Design iiitb_ptvm_multi, sky130hd; sources not shown.
layer_met2.png
Drawn at 4 px/µm.
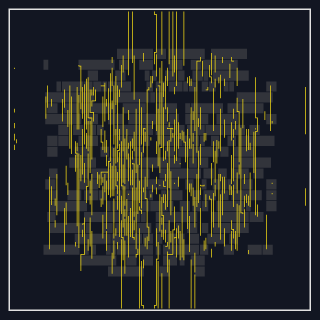
The layer holds 52% of the routed length. The layer carries 2150 µm of wire.
vias after detailed routing: 1447
final wirelength: 4170 µm

detail.png
Region (17, 32) to (57, 72) µm. Cells in gray, sequential cells in the stronger gray; small squares are vias.
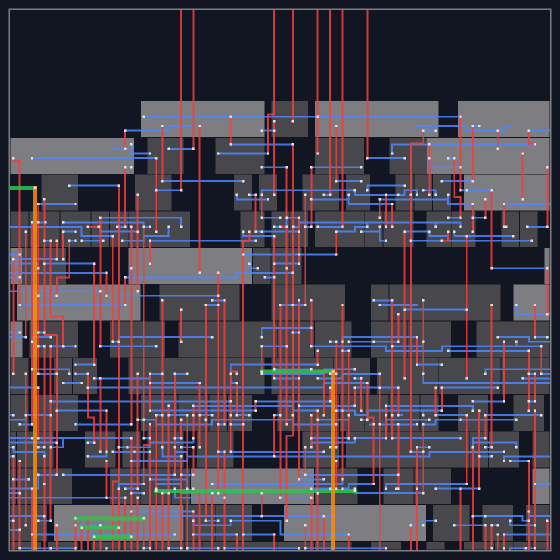
Red stands for metal 2. Orange stands for metal 4. Blue stands for metal 1. Green stands for metal 3.
Most frequent: nand2_1 (11), buf_4 (10), dfrtp_1 (9). Sequential cells in the window: 11. 99 logic cells have their middle in the window.

congestion.png
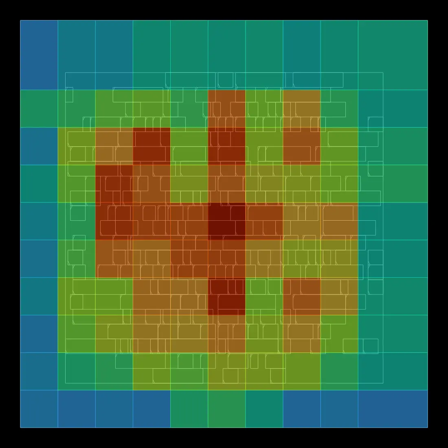
Wirelength per Cell: 15.7 µm
met3 Usage GRT: 3.20%
highest-utilization routing layer at the global route stage: met2
met2 routing resource usage after global routing: 28.7%

==> results.txt <==
Implementation numbers.

- The number of distinct standard cells referenced by the synthesized netlist is 47.
- The total DRC errors in the routed layout is 0.
- The dominant register cell in the synthesized netlist is sky130_fd_sc_hd__dfrtp_1.
- The post-synth count of flops with an enable pin is 0.
- The horizontal die dimension reported for this design is 74.9 µm.
- According to the Yosys statistics, the synthesized design has a chip area of 1660 µm².
- The summed area of non-filler cells in the final layout is 2220 µm².
- The initial core utilization is 49.9%.
- Counting tap cells, the placed design contains a total of 261 instances.
- In the final layout, the fill cell count is 283.
- In this run the worst path has a maximum fanout of 6.
- The startpoint type of the worst setup path is a flip-flop.
- The post-route worst setup slack is -0.149 ns.
- The timing report gives the clock slew at the launch and capture registers of the worst setup and hold paths as 0.16 ns.
- Looking at the setup timing report, the critical path kind is reg2reg.
- The routed design shows a via density per instance of 5.44.
- The area taken by flip-flops and latches is 713 µm².
- Setup repair after global routing could not meet its margin everywhere.
- The total overflow left after global routing is 0.
- In this run the vertical extent of the chip is 74.9 µm.
- The count of final setup violators is 21.
- The number of global-route vias before repair is 1491.
- A synthesized cell averages 9.67 µm².
- The worst register-to-register path has a setup slack of -0.15 ns.
- TritonCTS built the clock tree.
- Looking at the clock tree report, the root buffer type is sky130_fd_sc_hd__clkbuf_4.
- The ratio of cells with drive above 1 in the final layout is 32.3%.
- The total cells reported by yosys after synthesis is 172.
- After routing, the total negative slack on setup checks comes to -1.82 ns.
- For reference, the critical path cell chain is inv_4, ha_4, inv_2, fa_2, a21o_1, a2111oi_4, buf_4, a221o_2, buf_6, a31oi_1, o22ai_1.
- The area fraction of the dominant cell type after synthesis is 42.1%.
- The depth of the most critical reg-to-reg path is 11.
- The instance count of the mapped netlist is 172.
- The maximum level of the CTS H-tree is 1.
- The depth of the critical timing path with buffers and inverters included is 11.
- Hold timing on the final database bottoms out at a slack of 0.244 ns.
- For this block, the initial DRC count from the detailed router was 61.
- The largest net degree at the start of global routing is 29.
- Per the synth log, the flip-flop and latch total comes to 28.
- The antenna diode count is 0.
- In this run the remaining antenna-violating nets after routing total 0.
- The chip area is 5610 µm².
- The maximum operating frequency is 408 MHz.
- The global-route wire length before repair is 6890 µm.
- The CTS sink count is 28.
- The most frequent standard cell in the layout excluding fill and tap cells is sky130_fd_sc_hd__buf_4.
- For this run, the number of standard cells in the final layout without fillers is 266.
- The number of antenna violations at the first check in global routing is 0.
- At floorplan, the net count of the design was reported as 192.
- TritonCTS created 3 clock buffers.
- The length of the first detailed-routing pass in iterations is 4.
- The number of port buffers is 32.
- The total count of hold-check failures in the final report is 0.
- The data arrival time at the worst-slack endpoint is 2.71 ns.
- The placeable core region is 3340 µm².
- The instance area at placement is 2140 µm².
- STA classifies the critical path endpoint as a flip-flop.
- The cell accounting for the most synthesized area is sky130_fd_sc_hd__dfrtp_1.
- The all-layer global routing usage is 16.0%.
- The net count reported at finish is 241.
- According to the floorplan log, the row count is 21.
- The share of the yosys chip area belonging to registers is 42.1%.
- The worst-case max-slew headroom was logged as 62.3%.
- The slowest cell on the critical path is sky130_fd_sc_hd__dfrtp_4.
- For the worst setup path, the data required time is 2.56 ns.
- The final reports fail on negative setup slack.
- The sum of net half-perimeters after detailed placement is 3240 µm.
- At the later pin of the worst-skew pair, clock insertion delay measures 0.34 ns.
- The most critical min-delay path falls under in2async.
- The fraction of the cycle the final worst path needs is 106%.
- The global placement routability congestion is 0.793.
- Between clock sinks in the finished design, the worst skew comes to 0.00520 ns.
- The number of maximum-capacitance violations recorded for the run is 0.
- The Yosys warning count is 0.
- The flow ran to the end, but the final reports show violations.
- Counting I/O delays and the setup requirement, the final critical path takes 2.45 ns.
- The area added between synthesis and finish is 33.5%.
- On the critical path the largest part of the delay comes from AND-OR/OR-AND gates.
- The maximum buffer depth of the clock tree is 2.
- After synthesis, the cell types taking the most area are sky130_fd_sc_hd__dfrtp_1 42%, sky130_fd_sc_hd__ha_1 5.3%, sky130_fd_sc_hd__o22ai_1 3.8%.
- Warnings raised by the tools during the run amount to 29.
- Of all flip-flops after synthesis, the portion carrying an async set or reset was 100%.
- The actual transition at the worst max-transition pin is 0.561 ns.
- The longest incremental delay of any stage on the critical path is reported as 0.52 ns.
- The number of I/O pins is 34.
- The number of buffers and inverters on the critical path is 4.
- Before any placement, the netlist area is recorded as 1660 µm².
- Per the cell usage report, the commonest logic cells after layout are 37 x sky130_fd_sc_hd__buf_4, 22 x sky130_fd_sc_hd__dfrtp_1, 15 x sky130_fd_sc_hd__nand2_1.
[cells in the mapped netlist, drive strengths merged (2+ instances only)]
| cell | count |
|---|---|
| dfrtp | 28 |
| inv | 16 |
| nand2 | 16 |
| nor2 | 13 |
| o22ai | 10 |
| and2 | 8 |
| o21ai | 8 |
| ha | 7 |
| a21oi | 5 |
| mux2 | 5 |
| buf | 4 |
| nor2b | 4 |
| nor4 | 4 |
| a21o | 3 |
| a31oi | 3 |
| nand2b | 3 |
| o21bai | 3 |
| xnor2 | 3 |
| a2111oi | 2 |
| a211oi | 2 |
| a21boi | 2 |
| a221o | 2 |
| clkbuf | 2 |
| fa | 2 |
| mux2i | 2 |
| nor3 | 2 |
[cells by family after synthesis]
logic type,after synthesis,share of synthesized area [%]
fa+ha+maj,9,7.67
compound gates,44,19.5
other cells,1,0.225
simple gates,57,17.6
mux,7,4.59
buf+inv,22,6.16
xor+xnor,4,2.11
flops,28,42.1
[stage by stage]
stage	worst slack, ns	util, %
2_1_floorplan	-0.361	-
3_3_place_gp	-0.0502	64.1
3_5_place_dp	-0.106	64.1
4_1_cts	-0.139	65.4
5_1_grt	-0.242	66.6
6_report	-0.149	66.6
[layout make-up]
class | instances | share of cell area [%]
Multi-Input combinational cell | 122 | 42.4
Sequential cell | 28 | 32.1
Timing Repair Buffer | 50 | 18.9
Inverter | 16 | 2.82
Tap cell | 46 | 2.59
Clock buffer | 3 | 1.01
Clock inverter | 1 | 0.169
[repair_timing]
action,in CTS,in global routing
pin swaps,6,2
hold endpoints to repair,0,0
hold buffers,0,0
endpoints found under the setup margin,19,22
resized,4,4
setup buffers,1,1
[routing by layer]
layer	up-vias	GRT usage, %	wire (µm)
li1	704	-	-
met4	0	3.91	40
met1	708	18.8	1800
met2	31	28.7	2150
met3	4	3.20	177
met5	-	0	0
